Sizing map:
The bar under the picture is 50 microns long.
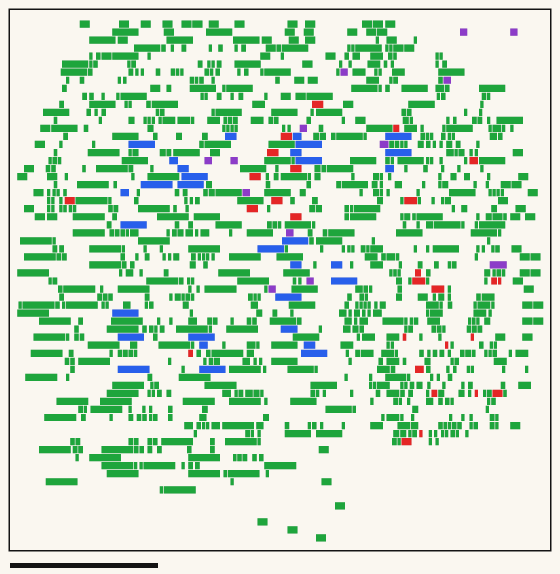
Where the registers sit:
The bar under the picture is 50 microns long. Other sequential cells in the stronger grey, the rest of the logic in the fainter grey.
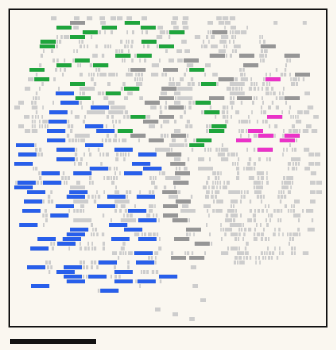
`config.mk`:
```
export PLATFORM = sky130hd
export DESIGN_NAME = mc_datapath_p
export DESIGN_NICKNAME = d
export VERILOG_FILES = /design/src/rtl/mc_datapath_p.sv
export SDC_FILE = /design/constraint.sdc
export NUM_CORES = 1
export LEC_CHECK = 0
export ABC_AREA = 1
export CAP_MARGIN = 20
export CORE_MARGIN = 2
export CORE_UTILIZATION = 25
export DETAILED_ROUTE_END_ITERATION = 6
export PLACE_DENSITY_LB_ADDON = 0.08
export SYNTH_ARGS = -nofsm -noshare
export SYNTH_HDL_FRONTEND = slang
export SYNTH_SLANG_ARGS = --single-unit
```
`constraint.sdc`:
```
create_clock -name clk -period 6.8 [get_ports clk]
set_input_delay 1.02 -clock clk [delete_from_list [all_inputs] [get_ports clk]]
set_output_delay 1.02 -clock clk [all_outputs]
set_load 0.01 [all_outputs]
```
`src/rtl/mc_datapath_p.sv`:
```
// rtl/mc_datapath_p.sv - parametrised multicycle MIPS-subset datapath with memory access sequencer
// Purpose: WIDTH-bit multicycle datapath that owns the memory port through an
//    IDLE/FETCH/DREAD/DWRITE sequencer. A 32-bit instruction is fetched in
//    32/WIDTH beats; data loads and stores are single beats.
// Ports:
//    clk, reset            clock, asynchronous active-low reset
//    mem_rdata, mem_ready  memory read data and beat completion
//    mem_rd, mem_wr        memory read/write requests
//    adr, writedata        byte address and store data
//    fetch_start/done      instruction fetch request and completion pulse
//    memread, memwrite     data load/store requests
//    mem_done, busy        data access completion pulse, sequencer not idle
//    alusrca..alucont      controller selects and enables
//    zero, instr           ALU result is zero, instruction register
module mc_datapath_p #(
   parameter int               WIDTH    = 8,
   parameter int               REGBITS  = 3,
   parameter logic [WIDTH-1:0] RESET_PC = '0
) (
   input  logic             clk,
   input  logic             reset,
   input  logic [WIDTH-1:0] mem_rdata,
   input  logic             mem_ready,
   output logic             mem_rd,
   output logic             mem_wr,
   output logic [WIDTH-1:0] adr,
   output logic [WIDTH-1:0] writedata,
   input  logic             fetch_start,
   output logic             fetch_done,
   input  logic             memread,
   input  logic             memwrite,
   output logic             mem_done,
   output logic             busy,
   input  logic             alusrca,
   input  logic             memtoreg,
   input  logic             iord,
   input  logic             pcen,
   input  logic             regwrite,
   input  logic             regdst,
   input  logic [1:0]       pcsource,
   input  logic [1:0]       alusrcb,
   input  logic [2:0]       alucont,
   output logic             zero,
   output logic [31:0]      instr
);

   localparam int               BEATS     = 32 / WIDTH;
   localparam int               KW        = (BEATS > 1) ? $clog2(BEATS) : 1;
   localparam logic [KW-1:0]    LAST_BEAT = KW'(BEATS - 1);
   localparam logic [WIDTH-1:0] BYTES     = WIDTH'(WIDTH / 8);

   typedef enum logic [1:0] {S_IDLE, S_FETCH, S_DREAD, S_DWRITE} state_t;

   state_t             r_state, w_next_state;
   logic [KW-1:0]      r_beat;
   logic [WIDTH-1:0]   r_pc, r_mdr, r_a, r_writedata, r_aluout;
   logic [31:0]        r_instr;
   logic               r_fetch_done, r_mem_done;
   logic [WIDTH-1:0]   r_rf [2**REGBITS];

   logic               w_fetch_beat, w_fetch_last, w_data_beat;
   logic [REGBITS-1:0] w_ra1, w_ra2, w_wa;
   logic [WIDTH-1:0]   w_rd1, w_rd2, w_wd, w_imm, w_immx4;
   logic [WIDTH-1:0]   w_src1, w_src2, w_aluresult, w_jtarget, w_nextpc;
   logic [27:0]        w_jfull;
   logic               w_unused;

   // ---------------- sequencer FSM ----------------
   always_ff @(posedge clk or negedge reset) begin
      if (!reset) r_state <= S_IDLE;
      else        r_state <= w_next_state;
   end

   always_comb begin
      w_next_state = r_state;
      case (r_state)
         S_IDLE: begin
            // fetch > read > write; losers in the same cycle are dropped
            if (fetch_start)   w_next_state = S_FETCH;
            else if (memread)  w_next_state = S_DREAD;
            else if (memwrite) w_next_state = S_DWRITE;
         end
         S_FETCH:  if (w_fetch_last) w_next_state = S_IDLE;
         S_DREAD,
         S_DWRITE: if (mem_ready) w_next_state = S_IDLE;
         default:  w_next_state = S_IDLE;
      endcase
   end

   // requests depend only on the state register, so they never glitch on inputs
   always_comb begin
      mem_rd = (r_state == S_FETCH) || (r_state == S_DREAD);
      mem_wr = (r_state == S_DWRITE);
      busy   = (r_state != S_IDLE);
      case (r_state)
         S_IDLE:  adr = iord ? r_aluout : r_pc;
         S_FETCH: adr = r_pc;
         default: adr = r_aluout;
      endcase
   end

   assign w_fetch_beat = (r_state == S_FETCH) && mem_ready;
   assign w_fetch_last = w_fetch_beat && (r_beat == LAST_BEAT);
   assign w_data_beat  = ((r_state == S_DREAD) || (r_state == S_DWRITE)) && mem_ready;

   // ---------------- sequencer-owned state ----------------
   always_ff @(posedge clk or negedge reset) begin
      if (!reset) begin
         r_beat       <= '0;
         r_pc         <= RESET_PC;
         r_instr      <= '0;
         r_mdr        <= '0;
         r_fetch_done <= 1'b0;
         r_mem_done   <= 1'b0;
      end else begin
         r_fetch_done <= w_fetch_last;
         r_mem_done   <= w_data_beat;
         if (w_fetch_beat) begin
            // little-endian beat order: beat k fills instr lane k
            r_instr[int'(r_beat)*WIDTH +: WIDTH] <= mem_rdata;
            r_pc   <= r_pc + BYTES;
            r_beat <= w_fetch_last ? '0 : r_beat + 1'b1;
         end else if ((r_state == S_IDLE) && pcen) begin
            r_pc <= w_nextpc;
         end
         if ((r_state == S_DREAD) && mem_ready) r_mdr <= mem_rdata;
      end
   end

   // ---------------- datapath registers ----------------
   always_ff @(posedge clk or negedge reset) begin
      if (!reset) begin
         r_a         <= '0;
         r_writedata <= '0;
         r_aluout    <= '0;
      end else begin
         r_a      <= w_rd1;
         r_aluout <= w_aluresult;
         // store data must stay put while the write beat is outstanding
         if (r_state != S_DWRITE) r_writedata <= w_rd2;
      end
   end

   // ---------------- register file (not reset, r0 hardwired to 0) ----------------
   assign w_ra1 = r_instr[21 +: REGBITS];
   assign w_ra2 = r_instr[16 +: REGBITS];
   assign w_wa  = regdst ? r_instr[11 +: REGBITS] : r_instr[16 +: REGBITS];
   assign w_wd  = memtoreg ? r_mdr : r_aluout;

   always_ff @(posedge clk) begin
      if (regwrite && (w_wa != '0)) r_rf[w_wa] <= w_wd;
   end

   assign w_rd1 = (w_ra1 == '0) ? '0 : r_rf[w_ra1];
   assign w_rd2 = (w_ra2 == '0) ? '0 : r_rf[w_ra2];

   // ---------------- ALU and operand muxes ----------------
   // the width cast sign-extends for WIDTH>16 and keeps the low bits for WIDTH<16
   assign w_imm   = WIDTH'($signed(r_instr[15:0]));
   assign w_immx4 = w_imm << 2;
   assign w_src1  = alusrca ? r_a : r_pc;

   always_comb begin
      case (alusrcb)
         2'b00:   w_src2 = r_writedata;
         2'b01:   w_src2 = BYTES;
         2'b10:   w_src2 = w_imm;
         default: w_src2 = w_immx4;
      endcase
   end

   always_comb begin
      case (alucont)
         3'b000:  w_aluresult = w_src1 & w_src2;
         3'b001:  w_aluresult = w_src1 | w_src2;
         3'b010:  w_aluresult = w_src1 + w_src2;
         3'b110:  w_aluresult = w_src1 - w_src2;
         3'b111:  w_aluresult = ($signed(w_src1) < $signed(w_src2)) ? WIDTH'(1) : '0;
         default: w_aluresult = '0;
      endcase
   end

   assign zero = (w_aluresult == '0);

   // ---------------- next-pc ----------------
   assign w_jfull = {r_instr[25:0], 2'b00};

   generate
      if (WIDTH == 32) begin : g_jtarget_32
         assign w_jtarget = {r_pc[31:28], w_jfull};
      end else begin : g_jtarget_narrow
         assign w_jtarget = w_jfull[WIDTH-1:0];
      end
   endgenerate

   always_comb begin
      case (pcsource)
         2'b00:   w_nextpc = w_aluresult;
         2'b01:   w_nextpc = r_aluout;
         2'b10:   w_nextpc = w_jtarget;
         default: w_nextpc = '0;
      endcase
   end

   // instruction bits beyond the decoded fields are intentionally ignored
   assign w_unused = ^{r_instr, w_jfull};

   assign instr      = r_instr;
   assign writedata  = r_writedata;
   assign fetch_done = r_fetch_done;
   assign mem_done   = r_mem_done;

endmodule

```
==> out/summary.txt <==
status = finished clean
nets = 1099
post-CTS setup buffer count = 0
Pins Over Slew Limit = 0
P_leak = 4.298 nW
Synth area leaders = dfrtp_1 (24%), edfxtp_1 (24%), nand2_1 (7.7%)
Worst Hold Class = in -> async
Slew Limit Headroom = 33.19%
core footprint = 31560 sq um
Synthesis Warnings = 0
total length of routed wires = 27260 microns
die height = 182.9 microns
CP endpoint kind = output pin
Initial Util = 25.36%
RSZ-0062 raised after global routing = false
PortBufs = 80
largest net degree at the start of global routing = 73
worst vdd ir = 178.9 uV
Final setup viols = 0
CP max FO = 16
sequential share of power = 30.8%
Synth area leader = dfrtp_1
PwrDens = 460.4 nW/um^2
Post-CTS Hold Fix Bufs = 0
Worst Max-Slew Pin Slew = 1.002 ns
Area leader share = 24.39%
setup TNS = 0 ns
initial antenna violation count = 0
GRT Overall Usage = 16.66%
CP Cell Sequence = clkdlybuf4s50_1 -> o21ai_0 -> inv_1 -> fa_1 -> inv_1 -> nand2_1 -> nand3_1 -> nand3_1 -> nand3_1 -> nand4_2 -> nor3_1 -> nand3_1 -> nor2_1 -> clkdlybuf4s50_1
crit-path most repeated cell = nand3_1
FF-to-FF Start = r_beat[0]
Root Driver = clkbuf_16
logic gate share of total power = 47.3%
initial DRC count = 501
Worst Setup SP = alusrca
TritonRoute pass-1 iters = 5
Synth flops = 142
CTS buffer count = 17
DR WL/cell = 18.80 microns
yosys synthesis chip area = 8003 sq um
layout cells sized above 1 = 6.775%
Switch Pwr = 2.020 mW
Final Instance Area = 9876 sq um
CP startpoint kind = primary input
crit share post-route = 82.71%
Max clock buf depth = 2
Post-synth EDFFs = 64
chip area = 33460 sq um
Syn Area/Cell = 8.397 sq um
Commonest Layout Cell = nand2_1
std cell rows = 65
critical path endpoint = zero
Crit Path Category = in -> out
detailed-route via count = 6793
Synth async-reset ratio = 54.93%
Final ANT Viol Nets = 0
Congestion Overflow GR = 0
vias in the first global route = 6757
Switching Share = 44.43%
maxcap violations = 0
Final Skew = 0.02236 ns
reg2reg setup slack = 3.92 ns
OpenROAD warning count = 50
Notes on 'sizing map' above:
- purple: drive 3 to 4 (cells 13; share 1.2%)
- green: drive 1 or less (cells 977; share 93%)
- blue: drive 6 and up (cells 31; share 3.0%)
- red: drive 2 (cells 27; share 2.6%)
synthesis-to-layout area growth: 23.41%
setup ws final: 1.176 ns

Notes on 'where the registers sit' above:
- blue: r_rf (placed flops 64)
- magenta: r_aluout (placed flops 8; where east)
- green: instr (placed flops 32)
- not coloured: 38

==> stage by stage <==
step / power, mW / utilization, % / hold slack, ns / cells / setup slack [ns]
after floorplan: 2.631 / - / 0.4793 / 960 / 2.564
after global placement: 3.591 / 29.26 / 0.4908 / 1415 / 1.174
after detailed placement: 3.566 / 29.26 / 0.4935 / 1415 / 1.180
after CTS: 4.582 / 31.21 / 0.3810 / 1447 / 1.162
after global routing: 4.898 / 31.30 / 0.3808 / 1450 / 0.7565
final: 4.547 / 31.30 / 0.3934 / 1450 / 1.176
==> logic make-up after synthesis <==
family / Yosys count / share of synthesized area, %
fa+ha+maj: 37 / 5.973
compound gates: 236 / 16.53
flops: 142 / 48.41
simple gates: 337 / 18.48
xor+xnor: 1 / 0.1095
other cells: 1 / 0.04686
buf+inv: 191 / 9.334
mux: 8 / 1.126
==> area by class of cell <==
type / instances / area (sq um) / share of cell area [%]
inverter: 156 / 585.6 / 5.929
clock buffer: 17 / 425.4 / 4.308
multi-input combinational: 627 / 3413 / 34.56
tap: 402 / 503.0 / 5.093
timing repair buffer: 91 / 884.6 / 8.957
sequential: 142 / 3874 / 39.22
clock inverter: 15 / 190.2 / 1.926
==> metal layers <==
metal	routed length (microns)	part of all wire [%]	GRT usage, %	vias to the layer above
met3	886	3.2	2.323	18
li1	-	-	-	3371
met5	0	0	0	-
met1	13460	49	23.95	3269
met4	244	0.90	3.488	0
met2	12670	46	26.72	135
==> sequential cells by signal, summed over array words and instances, names as in the netlist <==
name	count
fetch_done	1
instr	32
mem_done	1
r_a	8
r_aluout	8
r_beat	2
r_mdr	8
r_pc	8
r_rf	64
r_state	2
writedata	8
==> power groups by stage <==
| stage | clock network, mW | registers [mW] | logic, mW |
|---|---|---|---|
| finish | 0.996 | 1.40 | 2.15 |
| global route | 1.06 | 1.43 | 2.41 |
| floorplan | 0 | 1.37 | 1.26 |
| detailed placement | 0 | 1.42 | 2.15 |
| global placement | 0 | 1.42 | 2.17 |
| CTS | 1.02 | 1.40 | 2.16 |
==> cell usage after synthesis (3+ instances only) <==
library cell	n
dfrtp_1	78
inv_1	146
inv_2	6
nor2_1	67
a21oi_1	47
nor3_1	6
o21ai_0	123
clkinv_1	4
buf_4	3
o22ai_1	18
a31oi_1	10
nand3_1	60
o21ai_1	4
a221oi_1	6
clkbuf_1	23
o211ai_1	12
nand4_1	24
nand2_1	164
mux2_2	8
edfxtp_1	64
ha_1	35
buf_2	7
==> how the worst min path moves through the flow <==
stage	startpoint	depth (start not counted)	end	slack, ns
2_1_floorplan	r_mdr[6]	1	r_mdr[6]	0.48
3_3_place_gp	r_mdr[3]	1	r_mdr[3]	0.49
3_5_place_dp	r_mdr[3]	1	r_mdr[3]	0.49
4_1_cts	reset	1	r_pc[6]	0.38
5_1_grt	reset	1	r_pc[6]	0.38
6_report	reset	1	r_pc[6]	0.39
Power figures rest on the tool's default switching activity, not on a simulated workload.
